==> run_1/io_fan.png <==
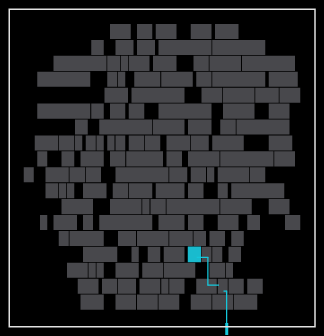
==> run_1/cell_density.png <==
The die is cut into 10 by 11 equal tiles; black is low, pale yellow is high, 0 to 100% covered.
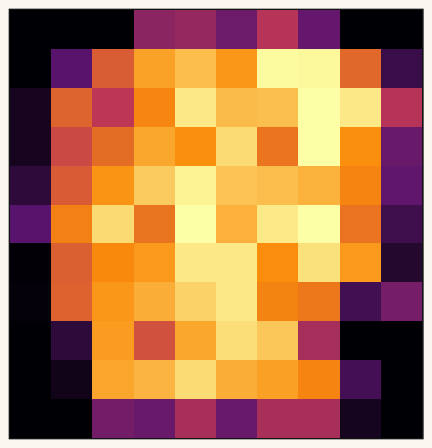
==> run_1/placement.png <==
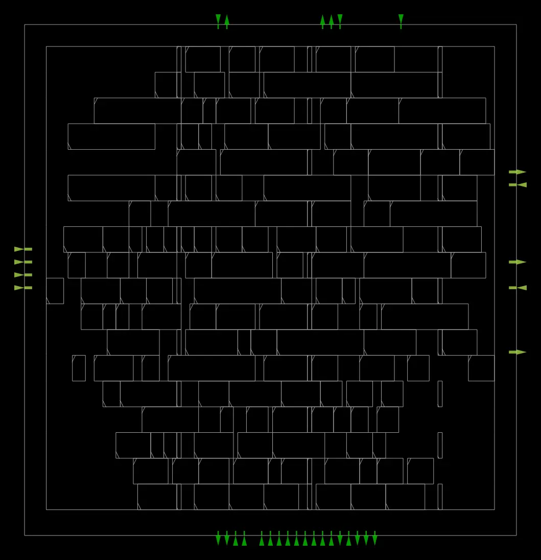
==> run_1/logic_types.png <==
Scale bar: 20 µm.
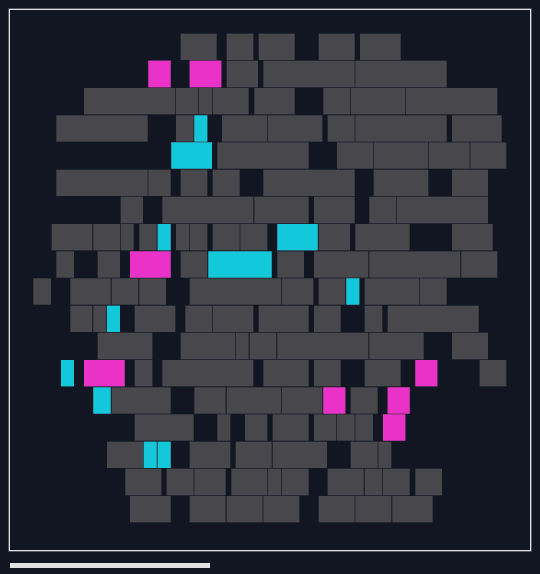
### src/rtl/gate_eval_sched.sv
// Round-robin scheduler sharing one gate-evaluation unit among NUM_REQ requesters,
// with a 2-entry tagged response FIFO. Define GATE_SCHED_STATS_EN for per-requester grant counters.
module gate_eval_sched #(
  parameter int unsigned NUM_REQ = 4,
  parameter int unsigned ID_W    = 2,
  parameter int unsigned CNT_W   = 16
) (
  input  logic                   clk,
  input  logic                   rst_n,
  input  logic [NUM_REQ-1:0]     req_valid,
  output logic [NUM_REQ-1:0]     req_ready,
  input  logic [3*NUM_REQ-1:0]   req_data,
  output logic                   eu_in_1,
  output logic                   eu_in_2,
  output logic                   eu_in_3,
  input  logic                   eu_out_1,
  input  logic                   eu_out_2,
  output logic                   rsp_valid,
  input  logic                   rsp_ready,
  output logic [ID_W-1:0]        rsp_id,
  output logic                   rsp_out_1,
  output logic                   rsp_out_2
`ifdef GATE_SCHED_STATS_EN
  ,
  input  logic                   stat_clr,
  output logic [NUM_REQ*CNT_W-1:0] stat_grants
`endif
);

  if (NUM_REQ < 2 || NUM_REQ > 8) begin : g_bad_num_req
    $error("gate_eval_sched: NUM_REQ must be in 2..8");
  end
  if (NUM_REQ > (1 << ID_W)) begin : g_bad_id_w
    $error("gate_eval_sched: ID_W too narrow for NUM_REQ");
  end
  if (CNT_W < 1) begin : g_bad_cnt_w
    $error("gate_eval_sched: CNT_W must be at least 1");
  end

  typedef enum logic [1:0] {S_EMPTY, S_ONE, S_TWO} occ_t;

  occ_t                  r_state;
  logic [ID_W-1:0]       r_ptr;
  logic [ID_W-1:0]       r_id [2];
  logic [1:0]            r_o1;
  logic [1:0]            r_o2;
  logic                  r_wr;
  logic                  r_rd;

  logic [2*NUM_REQ-1:0]  w_dbl;
  logic                  w_any;
  logic [ID_W-1:0]       w_gnt;
  logic                  w_grant;
  logic                  w_pop;
  logic [2:0]            w_op;

  // Rotating the doubled request vector by ptr makes bit k the (ptr+k)-th candidate.
  always_comb begin
    w_dbl = {req_valid, req_valid} >> r_ptr;
    w_any = 1'b0;
    w_gnt = '0;
    for (int unsigned k = 0; k < NUM_REQ; k++) begin
      if (!w_any && w_dbl[k]) begin
        w_any = 1'b1;
        w_gnt = ID_W'((32'(r_ptr) + k) % NUM_REQ);
      end
    end
  end

  // rst_n gates the grant so req_ready and operands are quiet throughout reset.
  assign w_grant = w_any && (r_state != S_TWO) && rst_n;
  assign w_pop   = rsp_valid && rsp_ready;

  always_comb begin
    req_ready = '0;
    w_op      = '0;
    for (int unsigned k = 0; k < NUM_REQ; k++) begin
      if (w_grant && (w_gnt == ID_W'(k))) begin
        req_ready[k] = 1'b1;
        w_op         = req_data[3*k +: 3];
      end
    end
  end

  assign eu_in_1 = w_op[0];
  assign eu_in_2 = w_op[1];
  assign eu_in_3 = w_op[2];

  assign rsp_valid = (r_state != S_EMPTY);
  assign rsp_id    = r_id[r_rd];
  assign rsp_out_1 = r_o1[r_rd];
  assign rsp_out_2 = r_o2[r_rd];

  always_ff @(posedge clk or negedge rst_n) begin
    if (!rst_n) begin
      r_state <= S_EMPTY;
      r_ptr   <= '0;
      r_id[0] <= '0;
      r_id[1] <= '0;
      r_o1    <= '0;
      r_o2    <= '0;
      r_wr    <= 1'b0;
      r_rd    <= 1'b0;
    end else begin
      if (w_grant) begin
        r_id[r_wr] <= w_gnt;
        r_o1[r_wr] <= eu_out_1;
        r_o2[r_wr] <= eu_out_2;
        r_wr       <= ~r_wr;
        r_ptr      <= (w_gnt == ID_W'(NUM_REQ - 1)) ? '0 : w_gnt + 1'b1;
      end
      if (w_pop) r_rd <= ~r_rd;
      case (r_state)
        S_EMPTY: if (w_grant) r_state <= S_ONE;
        S_ONE: begin
          if (w_grant && !w_pop)      r_state <= S_TWO;
          else if (w_pop && !w_grant) r_state <= S_EMPTY;
        end
        S_TWO:   if (w_pop) r_state <= S_ONE;
        default: r_state <= S_EMPTY;
      endcase
    end
  end

`ifdef GATE_SCHED_STATS_EN
  logic [CNT_W-1:0] r_stat [NUM_REQ];

  // Clear takes priority, so a grant coinciding with stat_clr is dropped.
  always_ff @(posedge clk or negedge rst_n) begin
    if (!rst_n) begin
      for (int unsigned k = 0; k < NUM_REQ; k++) r_stat[k] <= '0;
    end else begin
      for (int unsigned k = 0; k < NUM_REQ; k++) begin
        if (stat_clr)                            r_stat[k] <= '0;
        else if (req_ready[k] && req_valid[k] && (r_stat[k] != '1))
                                                 r_stat[k] <= r_stat[k] + 1'b1;
      end
    end
  end

  always_comb begin
    stat_grants = '0;
    for (int unsigned k = 0; k < NUM_REQ; k++) stat_grants[k*CNT_W +: CNT_W] = r_stat[k];
  end
`endif

endmodule

### config.mk
export PLATFORM = sky130hd
export DESIGN_NAME = gate_eval_sched
export DESIGN_NICKNAME = d
export VERILOG_FILES = /design/src/rtl/gate_eval_sched.sv
export SDC_FILE = /design/constraint.sdc
export NUM_CORES = 1
export LEC_CHECK = 0
export CAP_MARGIN = 20
export CORE_AREA = 2 2 50 52
export CTS_CLUSTER_DIAMETER = 40
export DETAILED_ROUTE_END_ITERATION = 8
export DIE_AREA = 0 0 52 54
export PLACE_DENSITY = 0.74
export SETUP_SLACK_MARGIN = 0.15
export SLEW_MARGIN = 20
export SYNTH_ARGS = -nofsm -noshare
export SYNTH_HDL_FRONTEND = slang
export SYNTH_SLANG_ARGS = --single-unit
### constraint.sdc
create_clock -name clk -period 2.8 [get_ports clk]
set_clock_uncertainty 0.2 [all_clocks]
set_input_delay 0.56 -clock clk [delete_from_list [all_inputs] [get_ports clk]]
set_output_delay 0.56 -clock clk [all_outputs]
set_load 0.03 [all_outputs]
==> results.py, run 1 <==
# Generated from Yosys and OpenROAD reports
metrics = {
    "run_status": {
        "status": "finished with violations",
        "violations": "setup timing",
    },
    "global_routing": {
        "grtUsageMet1_pct": 21.4,
        "first_global_vias": 882,
    },
    "setup_path": {
        "cpMaxStageDelayCell": "and3_4",
        "reg2reg_from": "r_state[0]",
        "crit_required_ps": 2040,
        "startpoint": "req_valid[0]",
        "reg2reg_slack_ps": 740,
    },
    "synthesis": {
        "ys_seq_share_pct": 37.3,
        "muxShareOfSynthArea_pct": 17.6,
        "async_reset_ff_share_pct": 100,
        "synthTopCellsByArea": "dfrtp_1 (37%), mux2_4 (13%), ha_1 (6.7%), mux2_2 (4.8%), inv_1 (2.8%)",
        "synth.most_common_cell": "dfrtp_1",
    },
    "clock_tree": {
        "cts_sinks": 14,
        "clock_tree.buffer_depth": 2,
        "cts_root_buf": "clkbuf_4",
        "clkLatencyLatePin_ps": 280,
        "ctsResizeCount": 29,
    },
    "placed_design": {
        "place_ws_ps": -856,
        "place_area_um2": 1450,
    },
    "sta": {
        "setup_viol": 3,
        "setup_tns_ps": -712,
        "finalWorstSetupSlack_ps": -279,
        "rsz0062_at_grt": "yes",
    },
    "power_and_ir_drop": {
        "power_mw": 1.61,
        "power.static_leakage_nw": 0.713,
    },
    "routing": {
        "antenna_left": 0,
        "num_vias": 853,
        "vias_per_cell": 4.90,
    },
    "finish": {
        "fin_nets": 171,
        "mostFrequentLayoutCells": "clkdlybuf4s50_1 (21), buf_4 (20), dfrtp_1 (14)",
        "n_all_inverters": 8,
        "diodes": 0,
    },
    "die": {
        "tap_cells": 30,
    },
    "min_path": {
        "worstHoldPathType": "register to register",
    },
}
## Picture notes: io_fan.png
Key: `eu_in_1` = cyan [bits 1, direction output, edge south, end cells 1, buffers 1, wire 14.5 µm]
# IOs: 33
input/output buffers: 32

## Picture notes: cell_density.png
The densest ninth of the die: centre. 41% of the tiles are over 75% full. 14% of the tiles are nearly empty.
final core utilization: 67.7%
FP Util: 40.5%

## Picture notes: placement.png
Cell Count, Final, Fillers Out: 174
flip-flops: 14

## Picture notes: logic_types.png
Key: NAND gates = cyan [cells 11, most used nand2_1]; AND and OR gates = magenta [cells 8, most used and2_1]
logic share of the area: 40.8%
Commonest Layout Cell: clkdlybuf4s50_1

[run 1: power by group]
part / leakage, nW / internal [mW] / switching, mW / total [mW]
logic: 0.525 / 0.587 / 0.487 / 1.07
registers: 0.168 / 0.302 / 0.0880 / 0.390
clock network: 0.0210 / 0.0791 / 0.0663 / 0.145
[run 1: worst max-delay path, delay by kind of cell]
family,cells,cell delay (ps)
fa+ha+maj,1,150
compound gates,4,700
buf+inv,5,640
simple gates,1,260
[run 1: sequential cells by signal, indices dropped and copies added, names as in the netlist]
register and flops:
r_wr 1, r_id 4, r_rd 1, r_state 2, r_o2 2, r_ptr 2, r_o1 2
[run 1: layer usage]
metal	vias to the layer above	share of wire, %
met5	-	0
met4	0	1.6
met3	4	3.4
met2	17	53
met1	407	42
li1	425	-
==> run_1/layer_met3.png <==
Scale bar: 20 µm.
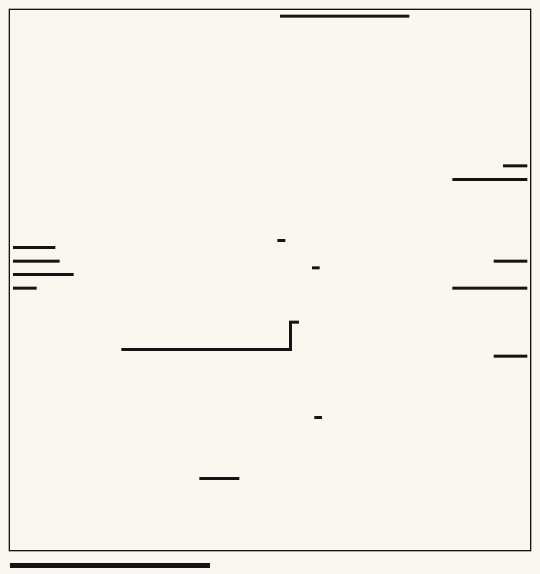

--- run 2 (diff from run 1) ---
--- a/config.mk
+++ b/config.mk
@@ -7,7 +7,7 @@
 export LEC_CHECK = 0
 export CAP_MARGIN = 20
 export CORE_AREA = 2 2 50 52
-export CTS_CLUSTER_DIAMETER = 40
+export CTS_CLUSTER_DIAMETER = 200
 export DETAILED_ROUTE_END_ITERATION = 8
 export DIE_AREA = 0 0 52 54
 export PLACE_DENSITY = 0.74
==> constraint.sdc (replaced) <==
create_clock -name clk -period 2.8 [get_ports clk]
set_clock_uncertainty 0.2 [all_clocks]
set_input_delay 0.7 -clock clk [delete_from_list [all_inputs] [get_ports clk]]
set_output_delay 0.7 -clock clk [all_outputs]
set_load 0.03 [all_outputs]
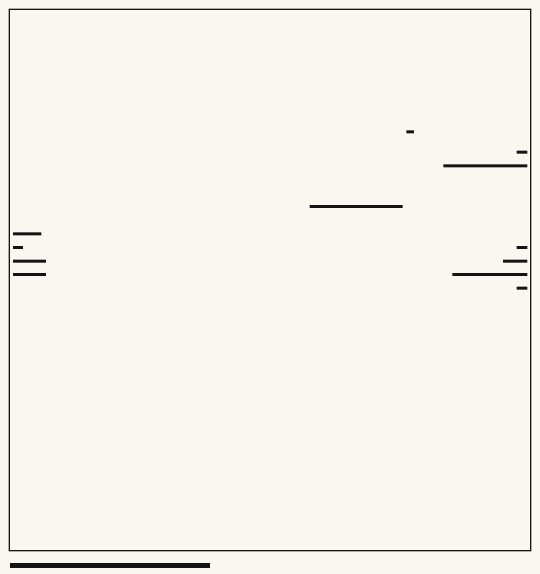
(run_2/layer_met3.png)
Scale bar: 20 µm.
The layer carries 38.2 µm of wire. The wires run mostly horizontal. The layer holds 1.5% of the routed length. The longest straight run is 9.00 µm. 11 nets have wire on it.
routed vias: 873
met3 Usage GRT: 0.833%
Routed WL: 2470 µm

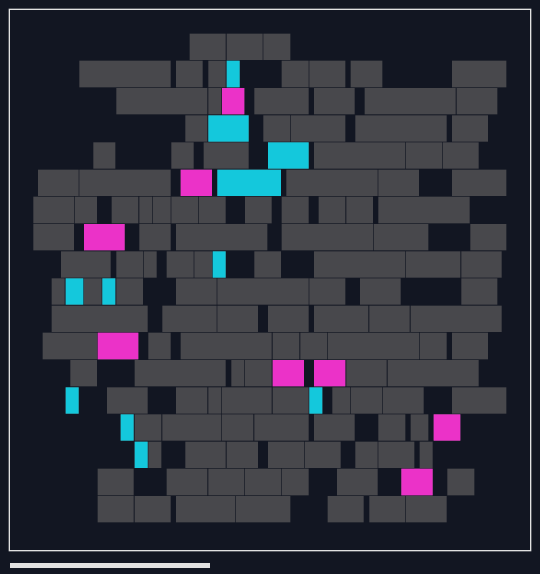
(run_2/logic_types.png)
Scale bar: 20 µm.
Cell Count, Final, Fillers Out: 175
logic share of the area: 41.5%

==> run 2 against run 1 <==
Compared with the run above:
- the flow still finishes with violations (setup timing)
- register-to-register slack worse by 70 ps
- die size unchanged
- cell area up 5.0%
- global-route usage down 0.070 points
- sequential power about the same
- power up 2.4%
- sequential share of layout area down 1.1 points
- flip-flop count unchanged
- combinational power up 7%
- cell count up 0.57%
- non-clock buffer count up 2
==> results.py, run 2 <==
# Generated from Yosys and OpenROAD reports
metrics = {
    "run_status": {
        "status": "finished with violations",
        "violations": "setup timing",
    },
    "clock_tree": {
        "cts_sinks": 14,
        "clock_tree.buffer_depth": 2,
        "clkLatencyLatePin_ps": 270,
    },
    "finish": {
        "utilization_pct": 71.1,
        "mostFrequentLayoutCells": "clkdlybuf4s50_1 (21), buf_4 (18), buf_6 (14), dfrtp_1 (14), mux2_4 (8)",
        "fin_nets": 173,
        "design.seq.count": 14,
        "layout_top_cell": "clkdlybuf4s50_1",
    },
    "sta": {
        "setup_tns_ps": -1350,
        "setup_viol": 7,
        "finalWorstSetupSlack_ps": -349,
    },
    "setup_path": {
        "cpMaxStageDelayCell": "a221oi_4",
        "cpLargestDelayFamily": "AND-OR/OR-AND gates",
        "crit_required_ps": 1900,
        "startpoint": "req_valid[1]",
        "reg2reg_slack_ps": 670,
        "worstSetupPathDepth": 10,
    },
    "routing": {
        "antenna_left": 0,
        "vias_per_cell": 4.99,
    },
    "global_routing": {
        "first_global_vias": 826,
    },
    "power_and_ir_drop": {
        "power.static_leakage_nw": 0.741,
    },
}
## run 2: repair_timing
action,in CTS,in global routing
gates resized,39,11
setup buffers,8,2
endpoints found under the setup margin,9,7
hold endpoints to repair,0,0
hold buffers,0,0
pin swaps,13,9
## run 2: layer usage
metal	part of all wire [%]	wire (µm)	vias to the layer above	GRT usage, %
met1	45	1110	429	25.0
met3	1.5	38	2	0.833
met4	0.32	8	0	5.26
met2	53	1320	12	32.1
li1	-	-	430	-
met5	0	0	-	0
## run 2: where the power goes
part	internal, mW	switching [mW]	leakage, nW
Sequential	0.302	0.0887	0.168
Clock	0.0497	0.0569	0.0138
Combinational	0.638	0.514	0.560
Power figures rest on the tool's default switching activity, not on a simulated workload.
